===== src/rtl/sseg_pkg.sv =====
// Shared constants and helpers for the multiplexed hex seven-segment scan driver.
// All segment codes are active-low, ordered {g,f,e,d,c,b,a}.
package sseg_pkg;

  localparam logic [6:0] SEG_OFF = 7'h7F;

  // Counter width for a modulus n; a modulus of 1 or 2 still gets one bit.
  function automatic int unsigned cnt_width(input int unsigned n);
    if (n <= 32'd2) begin
      return 32'd1;
    end else begin
      return int'($clog2(n));
    end
  endfunction

  function automatic logic [6:0] hex2seg(input logic [3:0] nib);
    logic [6:0] seg;
    case (nib)
      4'h0:    seg = 7'h40;
      4'h1:    seg = 7'h79;
      4'h2:    seg = 7'h24;
      4'h3:    seg = 7'h30;
      4'h4:    seg = 7'h19;
      4'h5:    seg = 7'h12;
      4'h6:    seg = 7'h02;
      4'h7:    seg = 7'h78;
      4'h8:    seg = 7'h00;
      4'h9:    seg = 7'h10;
      4'hA:    seg = 7'h08;
      4'hB:    seg = 7'h03;
      4'hC:    seg = 7'h46;
      4'hD:    seg = 7'h21;
      4'hE:    seg = 7'h06;
      4'hF:    seg = 7'h0E;
      default: seg = SEG_OFF;
    endcase
    return seg;
  endfunction

endpackage


===== src/rtl/sseg_hex_decode.sv =====
// Combinational nibble to active-low seven-segment pattern.
module sseg_hex_decode
  import sseg_pkg::*;
(
  input  logic [3:0] nib_i,
  output logic [6:0] seg_o
);

  assign seg_o = hex2seg(nib_i);

endmodule


===== src/rtl/sseg_nhex_scan.sv =====
// N-digit hex seven-segment scan driver with frame-synchronous loading,
// leading-zero blanking, per-digit enables, decimal points and anode dead time.
module sseg_nhex_scan
  import sseg_pkg::*;
#(
  parameter int unsigned DIGITS   = 32'd4,
  parameter int unsigned CLK_DIV  = 32'd100000,
  parameter int unsigned DEAD_CYC = 32'd16
) (
  input  logic                  CLK,
  input  logic                  RST_N,
  input  logic [4*DIGITS-1:0]   HEX,
  input  logic [DIGITS-1:0]     DP_IN,
  input  logic [DIGITS-1:0]     DIG_EN,
  input  logic                  LZB,
  input  logic                  LOAD,
  output logic [6:0]            SEG,
  output logic                  dp,
  output logic [DIGITS-1:0]     AN,
  output logic                  FRAME
);

  localparam int unsigned        CNT_W    = cnt_width(CLK_DIV);
  localparam int unsigned        IDX_W    = cnt_width(DIGITS);
  localparam logic [CNT_W-1:0]   CNT_LAST = CNT_W'(CLK_DIV - 32'd1);
  localparam logic [IDX_W-1:0]   IDX_LAST = IDX_W'(DIGITS - 32'd1);
  localparam logic [DIGITS-1:0]  AN_ONE   = DIGITS'(1'b1);
  localparam logic [DIGITS-1:0]  AN_OFF   = {DIGITS{1'b1}};

  logic [CNT_W-1:0]    div_cnt_q, div_cnt_d;
  logic [IDX_W-1:0]    idx_q, idx_d;
  logic [4*DIGITS-1:0] disp_hex_q, disp_hex_d;
  logic [DIGITS-1:0]   disp_dp_q, disp_dp_d;
  logic [4*DIGITS-1:0] pend_hex_q, pend_hex_d;
  logic [DIGITS-1:0]   pend_dp_q, pend_dp_d;
  logic                pend_q, pend_d;
  logic [6:0]          seg_q, seg_d;
  logic                dp_q, dp_d;
  logic [DIGITS-1:0]   an_q, an_d;
  logic                frame_q, frame_d;

  logic                wrap_s;
  logic                boundary_s;
  logic                dead_s;
  logic [3:0]          sel_nib_s;
  logic                sel_dp_s;
  logic                sel_en_s;
  logic                upper_nz_s;
  logic                blank_s;
  logic [6:0]          dec_seg_s;

  assign wrap_s     = (div_cnt_q == CNT_LAST);
  assign boundary_s = wrap_s && (idx_q == IDX_LAST);

  if (DEAD_CYC > 32'd0) begin : g_dead
    localparam logic [CNT_W-1:0] DEAD_LIM = CNT_W'(DEAD_CYC);
    assign dead_s = (div_cnt_q < DEAD_LIM);
  end else begin : g_no_dead
    assign dead_s = 1'b0;
  end

  // Slot divider and digit index; wraps are explicit compares so any DIGITS works.
  always_comb begin
    div_cnt_d = div_cnt_q;
    idx_d     = idx_q;
    if (wrap_s) begin
      div_cnt_d = {CNT_W{1'b0}};
      if (idx_q == IDX_LAST) begin
        idx_d = {IDX_W{1'b0}};
      end else begin
        idx_d = idx_q + IDX_W'(1'b1);
      end
    end else begin
      div_cnt_d = div_cnt_q + CNT_W'(1'b1);
    end
  end

  // Shadow loading: LOAD fills pending, a frame boundary promotes pending to the display.
  // A LOAD on the boundary cycle still promotes the old pending and keeps pend set.
  always_comb begin
    pend_hex_d = pend_hex_q;
    pend_dp_d  = pend_dp_q;
    pend_d     = pend_q;
    disp_hex_d = disp_hex_q;
    disp_dp_d  = disp_dp_q;
    frame_d    = 1'b0;
    if (boundary_s && pend_q) begin
      disp_hex_d = pend_hex_q;
      disp_dp_d  = pend_dp_q;
      frame_d    = 1'b1;
      pend_d     = 1'b0;
    end else begin
      frame_d = 1'b0;
    end
    if (LOAD) begin
      pend_hex_d = HEX;
      pend_dp_d  = DP_IN;
      pend_d     = 1'b1;
    end else begin
      pend_d = pend_d;
    end
  end

  // Select the current digit and decide whether any higher digit is nonzero.
  always_comb begin
    sel_nib_s  = 4'h0;
    sel_dp_s   = 1'b0;
    sel_en_s   = 1'b0;
    upper_nz_s = 1'b0;
    for (int i = 0; i < int'(DIGITS); i++) begin
      sel_nib_s  = (idx_q == IDX_W'(i)) ? disp_hex_q[4*i +: 4] : sel_nib_s;
      sel_dp_s   = (idx_q == IDX_W'(i)) ? disp_dp_q[i]         : sel_dp_s;
      sel_en_s   = (idx_q == IDX_W'(i)) ? DIG_EN[i]            : sel_en_s;
      upper_nz_s = upper_nz_s |
                   ((i >= int'(idx_q)) && (disp_hex_q[4*i +: 4] != 4'h0));
    end
  end

  assign blank_s = !sel_en_s || dead_s ||
                   (LZB && (idx_q != {IDX_W{1'b0}}) && !upper_nz_s);

  sseg_hex_decode u_dec (
    .nib_i (sel_nib_s),
    .seg_o (dec_seg_s)
  );

  // Next values for the registered display pins.
  always_comb begin
    seg_d = SEG_OFF;
    dp_d  = 1'b1;
    an_d  = AN_OFF;
    if (blank_s) begin
      seg_d = SEG_OFF;
      dp_d  = 1'b1;
      an_d  = AN_OFF;
    end else begin
      seg_d = dec_seg_s;
      dp_d  = ~sel_dp_s;
      an_d  = ~(AN_ONE << idx_q);
    end
  end

  // State and output registers.
  always_ff @(posedge CLK or negedge RST_N) begin
    if (!RST_N) begin
      div_cnt_q  <= {CNT_W{1'b0}};
      idx_q      <= {IDX_W{1'b0}};
      disp_hex_q <= {(4*DIGITS){1'b0}};
      disp_dp_q  <= {DIGITS{1'b0}};
      pend_hex_q <= {(4*DIGITS){1'b0}};
      pend_dp_q  <= {DIGITS{1'b0}};
      pend_q     <= 1'b0;
      seg_q      <= SEG_OFF;
      dp_q       <= 1'b1;
      an_q       <= AN_OFF;
      frame_q    <= 1'b0;
    end else begin
      div_cnt_q  <= div_cnt_d;
      idx_q      <= idx_d;
      disp_hex_q <= disp_hex_d;
      disp_dp_q  <= disp_dp_d;
      pend_hex_q <= pend_hex_d;
      pend_dp_q  <= pend_dp_d;
      pend_q     <= pend_d;
      seg_q      <= seg_d;
      dp_q       <= dp_d;
      an_q       <= an_d;
      frame_q    <= frame_d;
    end
  end

  assign SEG   = seg_q;
  assign dp    = dp_q;
  assign AN    = an_q;
  assign FRAME = frame_q;

endmodule

===== config.mk =====
export PLATFORM = sky130hd
export DESIGN_NAME = sseg_nhex_scan
export DESIGN_NICKNAME = d
export VERILOG_FILES = /design/src/rtl/sseg_pkg.sv /design/src/rtl/sseg_hex_decode.sv /design/src/rtl/sseg_nhex_scan.sv
export SDC_FILE = /design/constraint.sdc
export NUM_CORES = 1
export LEC_CHECK = 0
export CAP_MARGIN = 5
export CORE_ASPECT_RATIO = 1.4
export CORE_MARGIN = 2
export CORE_UTILIZATION = 55
export DETAILED_ROUTE_END_ITERATION = 10
export GPL_TIMING_DRIVEN = 1
export PLACE_DENSITY = 0.79
export SLEW_MARGIN = 25
export SYNTH_ARGS = -nofsm -noshare
export SYNTH_HDL_FRONTEND = slang
export SYNTH_SLANG_ARGS = --single-unit

===== constraint.sdc =====
create_clock -name CLK -period 3 [get_ports CLK]
set_input_delay 0.6 -clock CLK [delete_from_list [all_inputs] [get_ports CLK]]
set_output_delay 0.6 -clock CLK [all_outputs]
set_load 0.01 [all_outputs]

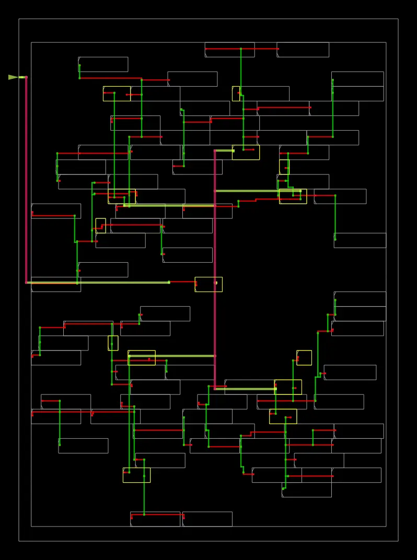
*Clock routing, run 1*
sequential cell count: 73
latest clock arrival within the worst-skew pair: 0.34 ns
power in the clock group: 0.000617 W
number of buffers created by CTS: 9
setup clock skew after layout: 0.00684 ns

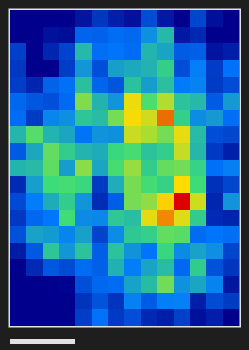
*Signal metal coverage by tile, run 1*
Bar = 20 um. The die is cut into 14 by 19 equal tiles; dark blue is low, red is high, scaled to the fullest tile. Values are wire area over tile area, all layers added.
tiles over half the peak: 15%
densest ninth of the die: center
nearly empty tiles: 10%
routed length per placed instance: 15.6 um
via count: 2301
Total Routing Usage GR: 20.5%
WL final: 6340 um

==> results.sh, run 1 <==
# implementation run metrics
export IMPL_largest_area_cell="sky130_fd_sc_hd__dfrtp_1"
export IMPL_worst_slew_pin_slew_ns=0.684
export IMPL_met3WireLength_um=218
export IMPL_crit_start="idx_q[1]$_DFFE_PN0N_"
export IMPL_count_of_flip_flops_with_a_built_in_enable_after_synthesis=0
export IMPL_critPathSlowestCell="sky130_fd_sc_hd__ha_1"
export IMPL_numClockSinks=73
export IMPL_crit_required_ns=3.26
export IMPL_tapcell_inserted=70
export IMPL_global_route_usage_met2_pct=35.0
export IMPL_wl_met2_um=3350
export IMPL_grt_pass1_vias=2457
export IMPL_final_signal_buffer_count=45
export IMPL_top_cells_by_count="sky130_fd_sc_hd__dfrtp_1, sky130_fd_sc_hd__mux2_2, sky130_fd_sc_hd__nand2_1"
export IMPL_globalRouteMet3Util_pct=4.48
export IMPL_layout_top_registers="div_cnt_q (17), disp_hex_q (16), pend_hex_q (16)"
export IMPL_ys_dominant_reg_cell="sky130_fd_sc_hd__dfrtp_1"
export IMPL_setup_violations_final=0
export IMPL_grt_ovfl_total=0
export IMPL_yosysChipArea_sq_um=3390
export IMPL_combAreaFraction_pct=36.0
export IMPL_asyncSetResetFlopFracSynth_pct=100
export IMPL_synth_simple_gate_area_share_pct=13.7
export IMPL_critical_path_class="register to register"
export IMPL_num_fill_cells=461
export IMPL_min_period_over_period_pct=85.7
export IMPL_grt_start_max_net_pins=44
export IMPL_dp_cells=392
export IMPL_via_per_inst=5.67
export IMPL_status="finished clean"
export IMPL_layout_area_overhead_vs_synth_pct=18.4
export IMPL_antenna_found_initial=0
export IMPL_clkTransAtPathRegs_ns=0.07
export IMPL_power_density_cell_area_nw_per_um2=440
export IMPL_p_comb_w=0.000111
export IMPL_cp_common_cell="sky130_fd_sc_hd__ha_1"
export IMPL_relSlewSlack_pct=54.2
export IMPL_hold_ws_ns=0.294
export IMPL_worst_endpoint_arrival_ns=2.83
export IMPL_synth_area_top_cells="sky130_fd_sc_hd__dfrtp_1, sky130_fd_sc_hd__mux2_2, sky130_fd_sc_hd__dfstp_2"
export IMPL_seq_area_frac_synth_pct=54.4
export IMPL_r2r_cells=9
export IMPL_seq_cell_share_pct=45.9
export IMPL_largest_cell_class="sequential cells"
export IMPL_synth_comb_largest_family="simple AND/OR/NAND/NOR gates"
export IMPL_seq_power_share_pct=58.7
export IMPL_maxCapViolCount=0
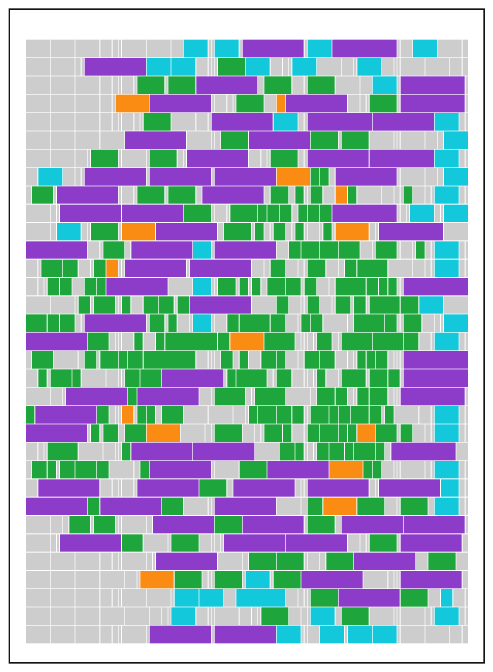
*Cell classes on the final placement, run 1*
Fill, decap, tap and diode cells in gray.
| class | color | cells |
|---|---|---|
| clock drivers and dummy loads | orange | 14 |
| remaining logic cells | green | 204 |
| sequential cells | purple | 73 |
| remaining buffers and delay cells | cyan | 45 |
Final Instance Area: 4010 sq um
area of the core: 5900 sq um

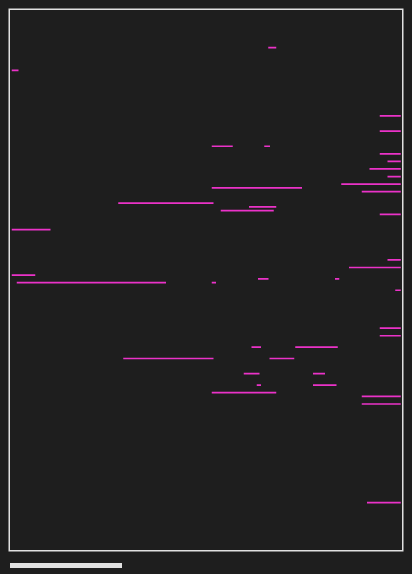
*Metal 3, run 1*
Bar = 20 um.
longest straight run: 26.4 um
share of all routed wire: 3.4%
nets with wire on the layer: 30
main direction: horizontal
wire length on this layer: 218 um

==> run 1 -> run 2 <==
--- a/config.mk
+++ b/config.mk
@@ -5,6 +5,7 @@
 export SDC_FILE = /design/constraint.sdc
 export NUM_CORES = 1
 export LEC_CHECK = 0
+export ABC_CLOCK_PERIOD_IN_PS = 3000
 export CAP_MARGIN = 5
 export CORE_ASPECT_RATIO = 1.4
 export CORE_MARGIN = 2
@@ -12,6 +13,7 @@
 export DETAILED_ROUTE_END_ITERATION = 10
 export GPL_TIMING_DRIVEN = 1
 export PLACE_DENSITY = 0.79
+export SKIP_LAST_GASP = 1
 export SLEW_MARGIN = 25
 export SYNTH_ARGS = -nofsm -noshare
 export SYNTH_HDL_FRONTEND = slang
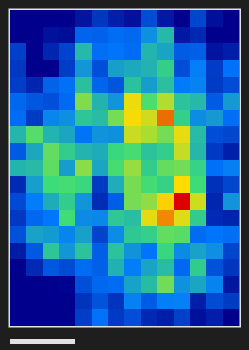
*Signal metal coverage by tile, run 2*
Bar = 20 um. The die is cut into 14 by 19 equal tiles; dark blue is low, red is high, scaled to the fullest tile. Values are wire area over tile area, all layers added.
mean over tiles: 0.15
fullest tile: 0.51
densest ninth of the die: center
nearly empty tiles: 10%

==> results.sh, run 2 <==
# implementation run metrics
export IMPL_relSlewSlack_pct=54.2
export IMPL_clock_latency_ns=0.34
export IMPL_antenna_found_initial=0
export IMPL_synth_simple_gate_area_share_pct=13.7
export IMPL_largest_area_cell="sky130_fd_sc_hd__dfrtp_1"
export IMPL_timing_clock_skew_ns=0.00684
export IMPL_critical_path_class="register to register"
export IMPL_grt_pass1_vias=2457
export IMPL_crit_start="idx_q[1]$_DFFE_PN0N_"
export IMPL_via_count=2301
export IMPL_maxCapViolCount=0
export IMPL_setup_violations_final=0
export IMPL_grtUsageTotal_pct=20.5
export IMPL_p_comb_w=0.000111
export IMPL_crit_required_ns=3.26
export IMPL_tapcell_inserted=70
export IMPL_final_signal_buffer_count=45
export IMPL_flops=73
export IMPL_grt_ovfl_total=0
export IMPL_num_fill_cells=461
export IMPL_status="finished clean"
export IMPL_cp_common_cell="sky130_fd_sc_hd__ha_1"
export IMPL_wl_final_um=6340
export IMPL_wl_met2_um=3350
export IMPL_worst_endpoint_arrival_ns=2.83
export IMPL_grt_start_max_net_pins=44
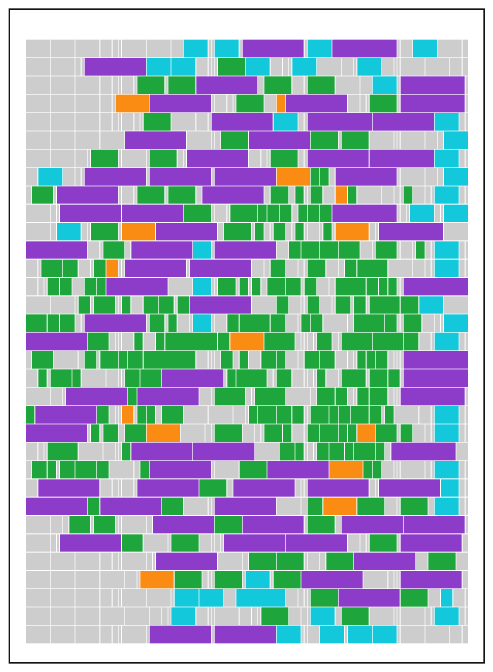
*Cell classes on the final placement, run 2*
Fill, decap, tap and diode cells in gray.
| class | color | cells |
|---|---|---|
| remaining buffers and delay cells | cyan | 45 |
| sequential cells | purple | 73 |
| remaining logic cells | green | 204 |
| clock drivers and dummy loads | orange | 14 |
post-layout util: 67.9%
sequential portion of the cell area: 45.9%
Cell Rows: 33

Power and IR drop assume default switching activity.
